**Routing congestion map**

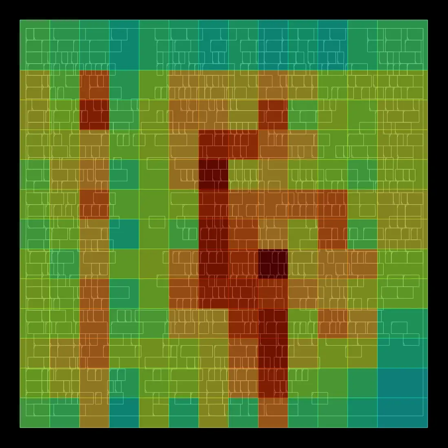
**Metal layers overlaid**

Two of the layers only.
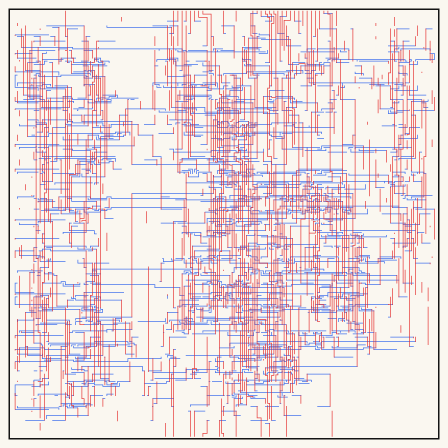
**Met4 routing**

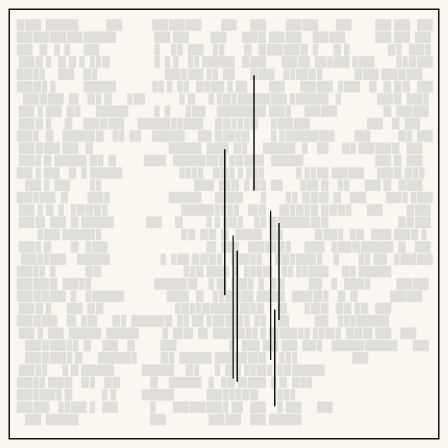
**A small window of the routed layout**

Window x 58 to 83, y 11 to 36 µm. Cells in gray, sequential cells in the stronger gray; small squares are vias.
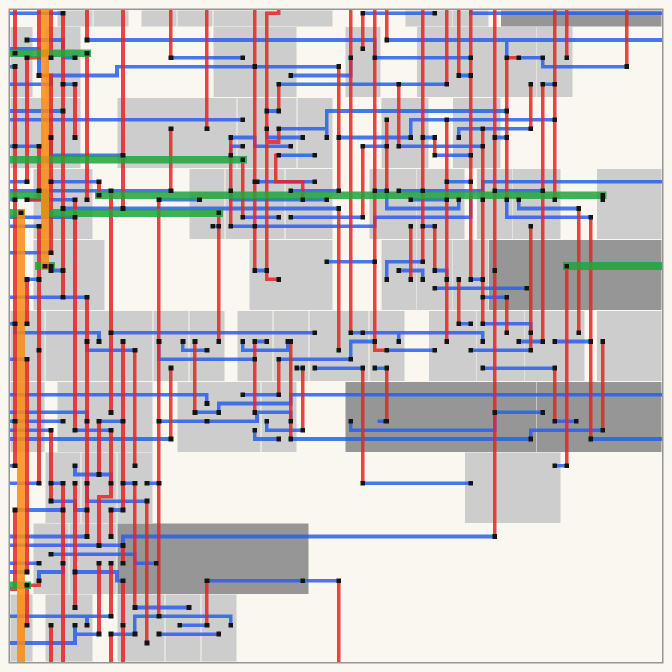
**config.mk**
```make
export PLATFORM = sky130hd
export DESIGN_NAME = stack_ctrl_unit
export DESIGN_NICKNAME = d
export VERILOG_FILES = /design/src/rtl/stack_ctrl_pkg.sv /design/src/rtl/stack_ctrl_decode.sv /design/src/rtl/stack_ctrl_unit.sv
export SDC_FILE = /design/constraint.sdc
export NUM_CORES = 1
export LEC_CHECK = 0
export ABC_AREA = 1
export ABC_CLOCK_PERIOD_IN_PS = 6530
export CAP_MARGIN = 10
export CORE_MARGIN = 1
export CORE_UTILIZATION = 40
export CTS_CLUSTER_DIAMETER = 50
export DETAILED_ROUTE_END_ITERATION = 8
export PLACE_DENSITY = 0.81
export SLEW_MARGIN = 20
export SYNTH_ARGS = -nofsm -noshare
export SYNTH_HDL_FRONTEND = slang
export SYNTH_SLANG_ARGS = --single-unit
```
**constraint.sdc**
```tcl
create_clock -name clock -period 6.53 [get_ports clock]
set_clock_uncertainty 0.2 [all_clocks]
set_input_delay 1.6325 -clock clock [delete_from_list [all_inputs] [get_ports clock]]
set_output_delay 1.6325 -clock clock [all_outputs]
set_load 0.01 [all_outputs]
```
**src/rtl/stack_ctrl_pkg.sv**
```systemverilog
// Shared opcodes, state encoding and fault/ALU codes for the stack processor control unit.
// Imported by the decoder and the control unit top.
package stack_ctrl_pkg;

   localparam int OP_NOP    = 0;
   localparam int OP_PUSH_I = 1;
   localparam int OP_PUSH_M = 2;
   localparam int OP_POP_M  = 3;
   localparam int OP_ADD    = 4;
   localparam int OP_SUB    = 5;
   localparam int OP_AND    = 6;
   localparam int OP_OR     = 7;
   localparam int OP_JMP    = 8;
   localparam int OP_JZ     = 9;
   localparam int OP_HALT   = 15;

   localparam logic [1:0] FC_NONE      = 2'b00;
   localparam logic [1:0] FC_OVERFLOW  = 2'b01;
   localparam logic [1:0] FC_UNDERFLOW = 2'b10;
   localparam logic [1:0] FC_ILLEGAL   = 2'b11;

   localparam logic [1:0] ALU_ADD = 2'b00;
   localparam logic [1:0] ALU_SUB = 2'b01;
   localparam logic [1:0] ALU_AND = 2'b10;
   localparam logic [1:0] ALU_OR  = 2'b11;

   typedef enum logic [2:0] {
      ST_FETCH,
      ST_DECODE,
      ST_READ1,
      ST_READ2,
      ST_EXEC,
      ST_WRITE,
      ST_HALT,
      ST_FAULT
   } state_t;

   typedef enum logic [3:0] {
      CLS_NOP,
      CLS_PUSH_I,
      CLS_PUSH_M,
      CLS_POP_M,
      CLS_ALU,
      CLS_JMP,
      CLS_JZ,
      CLS_HALT,
      CLS_ILLEGAL
   } op_class_t;

endpackage

```
**src/rtl/stack_ctrl_decode.sv**
```systemverilog
// Combinational opcode classifier: instruction class, legality, minimum stack
// occupancy needed, net push/pop effect and ALU function select.
module stack_ctrl_decode
   import stack_ctrl_pkg::*;
#(
   parameter int OP_W = 5
) (
   input  logic [OP_W-1:0] op,
   output op_class_t       op_class,
   output logic            legal,
   output logic [1:0]      min_depth,
   output logic            pushes,
   output logic            pops,
   output logic [1:0]      alu_sel
);

   always_comb begin
      op_class  = CLS_ILLEGAL;
      legal     = 1'b1;
      min_depth = 2'd0;
      pushes    = 1'b0;
      pops      = 1'b0;
      alu_sel   = ALU_ADD;
      case (op)
         OP_W'(OP_NOP):    op_class = CLS_NOP;
         OP_W'(OP_PUSH_I): begin
            op_class = CLS_PUSH_I;
            pushes   = 1'b1;
         end
         OP_W'(OP_PUSH_M): begin
            op_class = CLS_PUSH_M;
            pushes   = 1'b1;
         end
         OP_W'(OP_POP_M): begin
            op_class  = CLS_POP_M;
            min_depth = 2'd1;
            pops      = 1'b1;
         end
         // Binary ops consume two entries and leave one: a net single pop.
         OP_W'(OP_ADD), OP_W'(OP_SUB), OP_W'(OP_AND), OP_W'(OP_OR): begin
            op_class  = CLS_ALU;
            min_depth = 2'd2;
            pops      = 1'b1;
            case (op[1:0])
               2'b00:   alu_sel = ALU_ADD;
               2'b01:   alu_sel = ALU_SUB;
               2'b10:   alu_sel = ALU_AND;
               default: alu_sel = ALU_OR;
            endcase
         end
         OP_W'(OP_JMP):  op_class = CLS_JMP;
         OP_W'(OP_JZ): begin
            op_class  = CLS_JZ;
            min_depth = 2'd1;
            pops      = 1'b1;
         end
         OP_W'(OP_HALT): op_class = CLS_HALT;
         default:        legal = 1'b0;
      endcase
   end

endmodule

```
**src/rtl/stack_ctrl_unit.sv**
```systemverilog
// Multi-cycle control unit for the stack processor: fetch/decode/sequence of ROM,
// data RAM, stack RAM and external ALU, with overflow/underflow/illegal faults.
module stack_ctrl_unit
   import stack_ctrl_pkg::*;
#(
   parameter int DATA_W      = 16,
   parameter int ADDR_W      = 5,
   parameter int OP_W        = 5,
   parameter int STACK_DEPTH = 16,
   localparam int INST_W     = OP_W + ADDR_W,
   localparam int SP_W       = $clog2(STACK_DEPTH) + 1
) (
   input  logic              clock,
   input  logic              reset,
   input  logic              run,
   output logic [ADDR_W-1:0] rom_addr,
   input  logic [INST_W-1:0] rom_data,
   output logic [ADDR_W-1:0] ram_addr,
   output logic [DATA_W-1:0] ram_wdata,
   output logic              ram_wren,
   input  logic [DATA_W-1:0] ram_rdata,
   output logic [SP_W-2:0]   stack_addr,
   output logic [DATA_W-1:0] stack_wdata,
   output logic              stack_wren,
   input  logic [DATA_W-1:0] stack_rdata,
   output logic [1:0]        alu_op,
   output logic [DATA_W-1:0] alu_a,
   output logic [DATA_W-1:0] alu_b,
   input  logic [DATA_W-1:0] alu_y,
   output logic [ADDR_W-1:0] pc,
   output logic [SP_W-1:0]   sp,
   output logic [OP_W-1:0]   opcode,
   output logic              halted,
   output logic              fault,
   output logic [1:0]        fault_code
);

   state_t            state_reg;
   logic [ADDR_W-1:0] pc_reg;
   logic [SP_W-1:0]   sp_reg;
   logic [INST_W-1:0] ir_reg;
   logic [DATA_W-1:0] temp1_reg;
   logic              halted_reg;
   logic              fault_reg;
   logic [1:0]        fault_code_reg;

   // The ROM word is only valid during DECODE; later states work from the latched IR.
   logic [INST_W-1:0] inst_cur;
   logic [OP_W-1:0]   op_cur;
   logic [ADDR_W-1:0] operand_cur;
   logic [DATA_W-1:0] operand_ext;

   assign inst_cur    = (state_reg == ST_DECODE) ? rom_data : ir_reg;
   assign op_cur      = inst_cur[INST_W-1:ADDR_W];
   assign operand_cur = inst_cur[ADDR_W-1:0];
   assign operand_ext = DATA_W'(operand_cur);

   op_class_t  dec_class;
   logic       dec_legal;
   logic [1:0] dec_min_depth;
   logic       dec_pushes;
   logic       dec_pops;
   logic [1:0] dec_alu_sel;

   stack_ctrl_decode #(
      .OP_W (OP_W)
   ) u_decode (
      .op        (op_cur),
      .op_class  (dec_class),
      .legal     (dec_legal),
      .min_depth (dec_min_depth),
      .pushes    (dec_pushes),
      .pops      (dec_pops),
      .alu_sel   (dec_alu_sel)
   );

   logic [ADDR_W-1:0] pc_inc;
   logic [SP_W-1:0]   sp_dec;
   logic [SP_W-1:0]   sp_dec2;
   logic [SP_W-1:0]   sp_step;
   logic              sp_full;
   logic              sp_short;

   assign pc_inc   = pc_reg + ADDR_W'(1);
   assign sp_dec   = sp_reg - SP_W'(1);
   assign sp_dec2  = sp_reg - SP_W'(2);
   assign sp_step  = dec_pushes ? (sp_reg + SP_W'(1)) : (dec_pops ? sp_dec : sp_reg);
   assign sp_full  = (sp_reg == SP_W'(STACK_DEPTH));
   assign sp_short = (sp_reg < SP_W'(dec_min_depth));

   always_ff @(posedge clock) begin
      if (reset) begin
         state_reg      <= ST_FETCH;
         pc_reg         <= '0;
         sp_reg         <= '0;
         ir_reg         <= '0;
         temp1_reg      <= '0;
         halted_reg     <= 1'b0;
         fault_reg      <= 1'b0;
         fault_code_reg <= FC_NONE;
      end else begin
         case (state_reg)
            ST_FETCH: begin
               if (run) begin
                  state_reg <= ST_DECODE;
               end
            end
            ST_DECODE: begin
               ir_reg <= rom_data;
               if (!dec_legal) begin
                  state_reg      <= ST_FAULT;
                  fault_reg      <= 1'b1;
                  fault_code_reg <= FC_ILLEGAL;
               end else if (dec_pushes && sp_full) begin
                  state_reg      <= ST_FAULT;
                  fault_reg      <= 1'b1;
                  fault_code_reg <= FC_OVERFLOW;
               end else if (sp_short) begin
                  state_reg      <= ST_FAULT;
                  fault_reg      <= 1'b1;
                  fault_code_reg <= FC_UNDERFLOW;
               end else begin
                  case (dec_class)
                     CLS_NOP: begin
                        pc_reg    <= pc_inc;
                        state_reg <= ST_FETCH;
                     end
                     CLS_JMP: begin
                        pc_reg    <= operand_cur;
                        state_reg <= ST_FETCH;
                     end
                     CLS_HALT: begin
                        halted_reg <= 1'b1;
                        state_reg  <= ST_HALT;
                     end
                     CLS_PUSH_I: state_reg <= ST_WRITE;
                     default:    state_reg <= ST_READ1;
                  endcase
               end
            end
            ST_READ1: begin
               if (dec_class == CLS_ALU || dec_class == CLS_JZ) begin
                  state_reg <= ST_READ2;
               end else begin
                  state_reg <= ST_WRITE;
               end
            end
            ST_READ2: begin
               if (dec_class == CLS_JZ) begin
                  pc_reg    <= (stack_rdata == '0) ? operand_cur : pc_inc;
                  sp_reg    <= sp_step;
                  state_reg <= ST_FETCH;
               end else begin
                  temp1_reg <= stack_rdata;
                  state_reg <= ST_EXEC;
               end
            end
            ST_EXEC, ST_WRITE: begin
               pc_reg    <= pc_inc;
               sp_reg    <= sp_step;
               state_reg <= ST_FETCH;
            end
            ST_HALT:  state_reg <= ST_HALT;
            ST_FAULT: state_reg <= ST_FAULT;
            default:  state_reg <= ST_FAULT;
         endcase
      end
   end

   // Memory/ALU side is a pure function of state so read data can flow straight through.
   always_comb begin
      rom_addr    = '0;
      ram_addr    = '0;
      ram_wdata   = '0;
      ram_wren    = 1'b0;
      stack_addr  = '0;
      stack_wdata = '0;
      stack_wren  = 1'b0;
      alu_op      = ALU_ADD;
      alu_a       = '0;
      alu_b       = '0;
      if (!reset) begin
         rom_addr = pc_reg;
         case (state_reg)
            ST_READ1: begin
               if (dec_class == CLS_PUSH_M) begin
                  ram_addr = operand_cur;
               end else begin
                  stack_addr = sp_dec[SP_W-2:0];
               end
            end
            ST_READ2: begin
               if (dec_class == CLS_ALU) begin
                  stack_addr = sp_dec2[SP_W-2:0];
               end
            end
            ST_EXEC: begin
               alu_op      = dec_alu_sel;
               alu_a       = stack_rdata;
               alu_b       = temp1_reg;
               stack_addr  = sp_dec2[SP_W-2:0];
               stack_wdata = alu_y;
               stack_wren  = 1'b1;
            end
            ST_WRITE: begin
               if (dec_class == CLS_POP_M) begin
                  stack_addr = sp_dec[SP_W-2:0];
                  ram_addr   = operand_cur;
                  ram_wdata  = stack_rdata;
                  ram_wren   = 1'b1;
               end else begin
                  stack_addr  = sp_reg[SP_W-2:0];
                  stack_wdata = (dec_class == CLS_PUSH_M) ? ram_rdata : operand_ext;
                  stack_wren  = 1'b1;
                  if (dec_class == CLS_PUSH_M) begin
                     ram_addr = operand_cur;
                  end
               end
            end
            default: ;
         endcase
      end
   end

   assign pc         = pc_reg;
   assign sp         = sp_reg;
   assign opcode     = ir_reg[INST_W-1:ADDR_W];
   assign halted     = halted_reg;
   assign fault      = fault_reg;
   assign fault_code = fault_code_reg;

endmodule

```
==> COMMIT_EDITMSG <==
Record implementation results from latest flow run

* Run status: complete, no violations
- Gate Area: 0.002186 mm²
- Share of total power in sequential cells: 27.4%
- For reference, the clock transition at the flip-flops on the worst setup and hold paths is 90 ps.
* Worst hold path stage count: 2
* Overflow after GRT: 0
- Power share of the combinational group: 55.8%
- For the worst setup path, the data required time is 4700 ps.
* Router iterations before antenna repair: 6
- After filler insertion, the fill cell instance count of the layout stands at 746.
- Net switching is 45.41% of the power.
- Looking at the clock tree report, the maximum root-to-sink buffer count equals 2.
- Global routing used 24.70% of the available tracks across all layers.
- Max fanout on the critical path was recorded as 13.
- Hold-fix buffer count after cts: 0
* Reported net switching power: 0.5674 mW
- Longest individual stage delay on the worst path: 570 ps
- Dividing the detail-routed wire length by the instance count gives 13.91 µm.
- Ranked by total cell area, the synthesized netlist is headed by dfxtp_1 25%, nand2_1 13%, nor2_1 8.5%, a21oi_1 6.9%, nand3_1 5.7%.
* Clock Power Share: 16.8%
* Relative area change from synthesis to final layout: 50.57%
- Max FFs per register: 16
- Area of the core: 0.008258 mm²
- Leak: 2.029 nW
- As logged by OpenROAD, the buffers inserted on ports number 161.
- Of the cells placed in the final design, the portion with a size suffix greater than 1 is 6.009%.
- The worst setup path is launched from an input pin.
* Highest achievable clock rate: 0.1623 GHz
- Internal Power: 0.6822 mW
- After synthesis, the mean cell area works out to 6.124 µm².
* Number of warnings in the stage logs: 30
* Cell total in the yosys stat output: 558
- Net total in the final layout: 769
- Critical Path Sink Type: primary output
- Clock tree from TritonCTS: done
- VDD sags by at most 0.1060 mV.
- The final timing report derives a shortest allowable period of 6163 ps.
- Setup repair after global routing missed its margin: no
* Floorplan utilization: 41.38%
- Post-CTS timing repair inserted 0 buffers for setup.
- Post-layout period usage of the worst path: 94.38%
- Once synthesis finished, the tally of register bits stood at 43.
- Number of global-route vias before repair: 3,942
* Max-slew violations: 0
* Proportion of synthesized chip area in sequential cells: 25.19%
* Antenna fix cells: 0
- In this run the critical path is formed by clkdlybuf4s50_1, inv_1, nand3_1, nand2_4, nand2_1, nor2_1, nand2_1, nand2_1, inv_1, o21ai_0, o21ai_0, o21ai_1, nor3_1, clkdlybuf4s50_1.
* Start-to-end type of the worst setup path: input pin to primary output
- The CTS report gives the tree buffer count as 5.
- Before any placement, the netlist area is recorded as 0.003417 mm².
- Across all register-to-register paths, the minimum setup slack is 3690 ps.
- Number of rows created at floorplan: 33
* Post-layout util: 62.30%
- The arrival time of data at the worst endpoint is listed as 4330 ps.
- After synthesis, the chip area reported by Yosys is 0.003417 mm².
- Cells resized by post-CTS repair: 0
- CTS placed an instance of clkbuf_8 at the clock tree root.
- Antenna violations before repair: 0
- Remaining max-slew budget at the tightest pin: 63.44%
- Per STA, the library cell used most along the worst path is nand2_1.
- Counting every net in the synthesized netlist gives 628.
- Sequential standard cell area: 860.8 µm²
* Pin slew with the least headroom to its limit: 533.1 ps
* DRT iter0 DRCs: 325
Back to the opening pictures, 'routing congestion map':
global-route met3 utilization: 6.844%
layer with the highest usage: met2
met1 usage: 28.13%

Back to the opening pictures, 'metal layers overlaid':
Key: M1 = blue [wire length 4,460 µm]; M2 = red [wire length 5,290 µm]

Back to the opening pictures, 'met4 routing':
7 nets have wire on it. The longest straight run is 32.6 µm. The layer holds 1.7% of the routed length.
drt total wl: 11,180 µm
via total after detailed routing: 4,280

Back to the opening pictures, 'a small window of the routed layout':
Key: M4 = orange; M3 = green; M1 = blue; M2 = red
Most frequent: nand2_1 (15), nor2_1 (6), nand3_1 (5). Sequential cells in the window: 4. 56 logic cells have their middle in the window. Netlist names of flops here include ir_reg (2), sp (2).

[per-layer routing]
metal / GRT usage [%] / vias to the layer above / wire length, µm
li1: - / 2120 / -
met1: 28.13 / 1935 / 4457
met2: 44.50 / 209 / 5290
met3: 6.844 / 16 / 1243
met4: 7.436 / 0 / 191
met5: 0 / - / 0
[power by group through the flow]
stage / sequential, mW / clock, mW / combinational (mW)
floorplan: 0.349 / 0 / 0.480
global placement: 0.345 / 0 / 0.666
detailed placement: 0.348 / 0 / 0.683
CTS: 0.342 / 0.213 / 0.691
global route: 0.349 / 0.220 / 0.769
finish: 0.342 / 0.210 / 0.697
[Yosys cell counts, types with 2 or more instances]
library cell  number
nand2_4            3
o21ai_1            6
clkbuf_1          16
o22ai_1            2
nor2_1            77
a21oi_1           47
buf_2              6
nor2_2             2
o21ai_0           25
nand2_1          121
xor2_1             5
nor4_1             4
nor3_1            34
ha_1               9
nor2_4             3
buf_4              5
nand3_2            2
inv_1             50
nand3_1           39
buf_1              4
nand2_2            6
dfxtp_1           43
nand4_1            9
nand3_4            2
inv_2              5
mux2i_1            5
xnor2_1            3
o211ai_1          10
[area by class of cell]
type	count	share of cell area, %
flip-flops and latches	43	16.73
repair buffers	166	31.96
multi-input cells	426	42.49
clock buffers	5	1.338
clock inverters	2	0.7296
inverters	57	4.207
well taps	105	2.554
[critical path: cells and delay by family]
kind / cells / cell delay (ps)
buffers and inverters: 4 / 1140
AND/OR/NAND/NOR: 7 / 1060
AND-OR/OR-AND: 3 / 500
[cells in the final DEF (no fill, tap or decap), drive strengths merged]
cell type	synthesis	layout
clkdlybuf4s50	0	160
nand2	130	130
nor2	83	83
inv	56	56
a21oi	47	47
dfxtp	43	43
nand3	43	43
nor3	36	36
o21ai	32	32
o211ai	10	10
nand4	9	9
ha	9	9
buf	16	6
mux2i	5	5
xor2	5	5
clkbuf	16	5
nor4	4	4
xnor2	3	3
o22ai	2	2
a21boi	2	2
or2	2	2
nand3b	1	1
a211oi	1	1
o2111ai	1	1
clkinv	1	1
and3	1	1
clkinvlp	0	1
bufinv	0	1
[path summary, 6_finish.rpt]
path                                     end                        from
setup reg to reg   state_reg[1]$_SDFFE_PP0P_   state_reg[2]$_SDFFE_PP0P_
hold / removal    fault_code[1]$_SDFFE_PP0P_  fault_code[1]$_SDFFE_PP0P_
hold reg to reg   fault_code[1]$_SDFFE_PP0P_  fault_code[1]$_SDFFE_PP0P_
setup / recovery                 ram_addr[3]                 rom_data[9]
[cells by family (layout without fill, tap and decap cells)]
logic type               Yosys count  after routing  synth area share [%]
adder cells (fa/ha/maj)            9              9                 3.296
buffers and inverters             89            230                 10.84
XOR/XNOR                           8              8                 2.051
AND/OR/NAND/NOR                  309            309                 42.00
multiplexers                       5              5                 1.465
flip-flops                        43             43                 25.19
AND-OR/OR-AND                     95             95                 15.16
[metrics by stage]
stage	cell area, µm²	hold WS (ps)	total power [mW]	worst slack [ps]	instances
floorplan	3417	269.5	0.8292	1791	558
global placement	5039	236.6	1.011	624.3	797
detailed placement	5039	242.8	1.031	502.3	797
CTS	5145	255.9	1.246	433.4	804
global route	5145	280.1	1.338	151.6	804
finish	5145	249.1	1.250	367.0	804
Power is estimated from default activity; no workload was simulated.
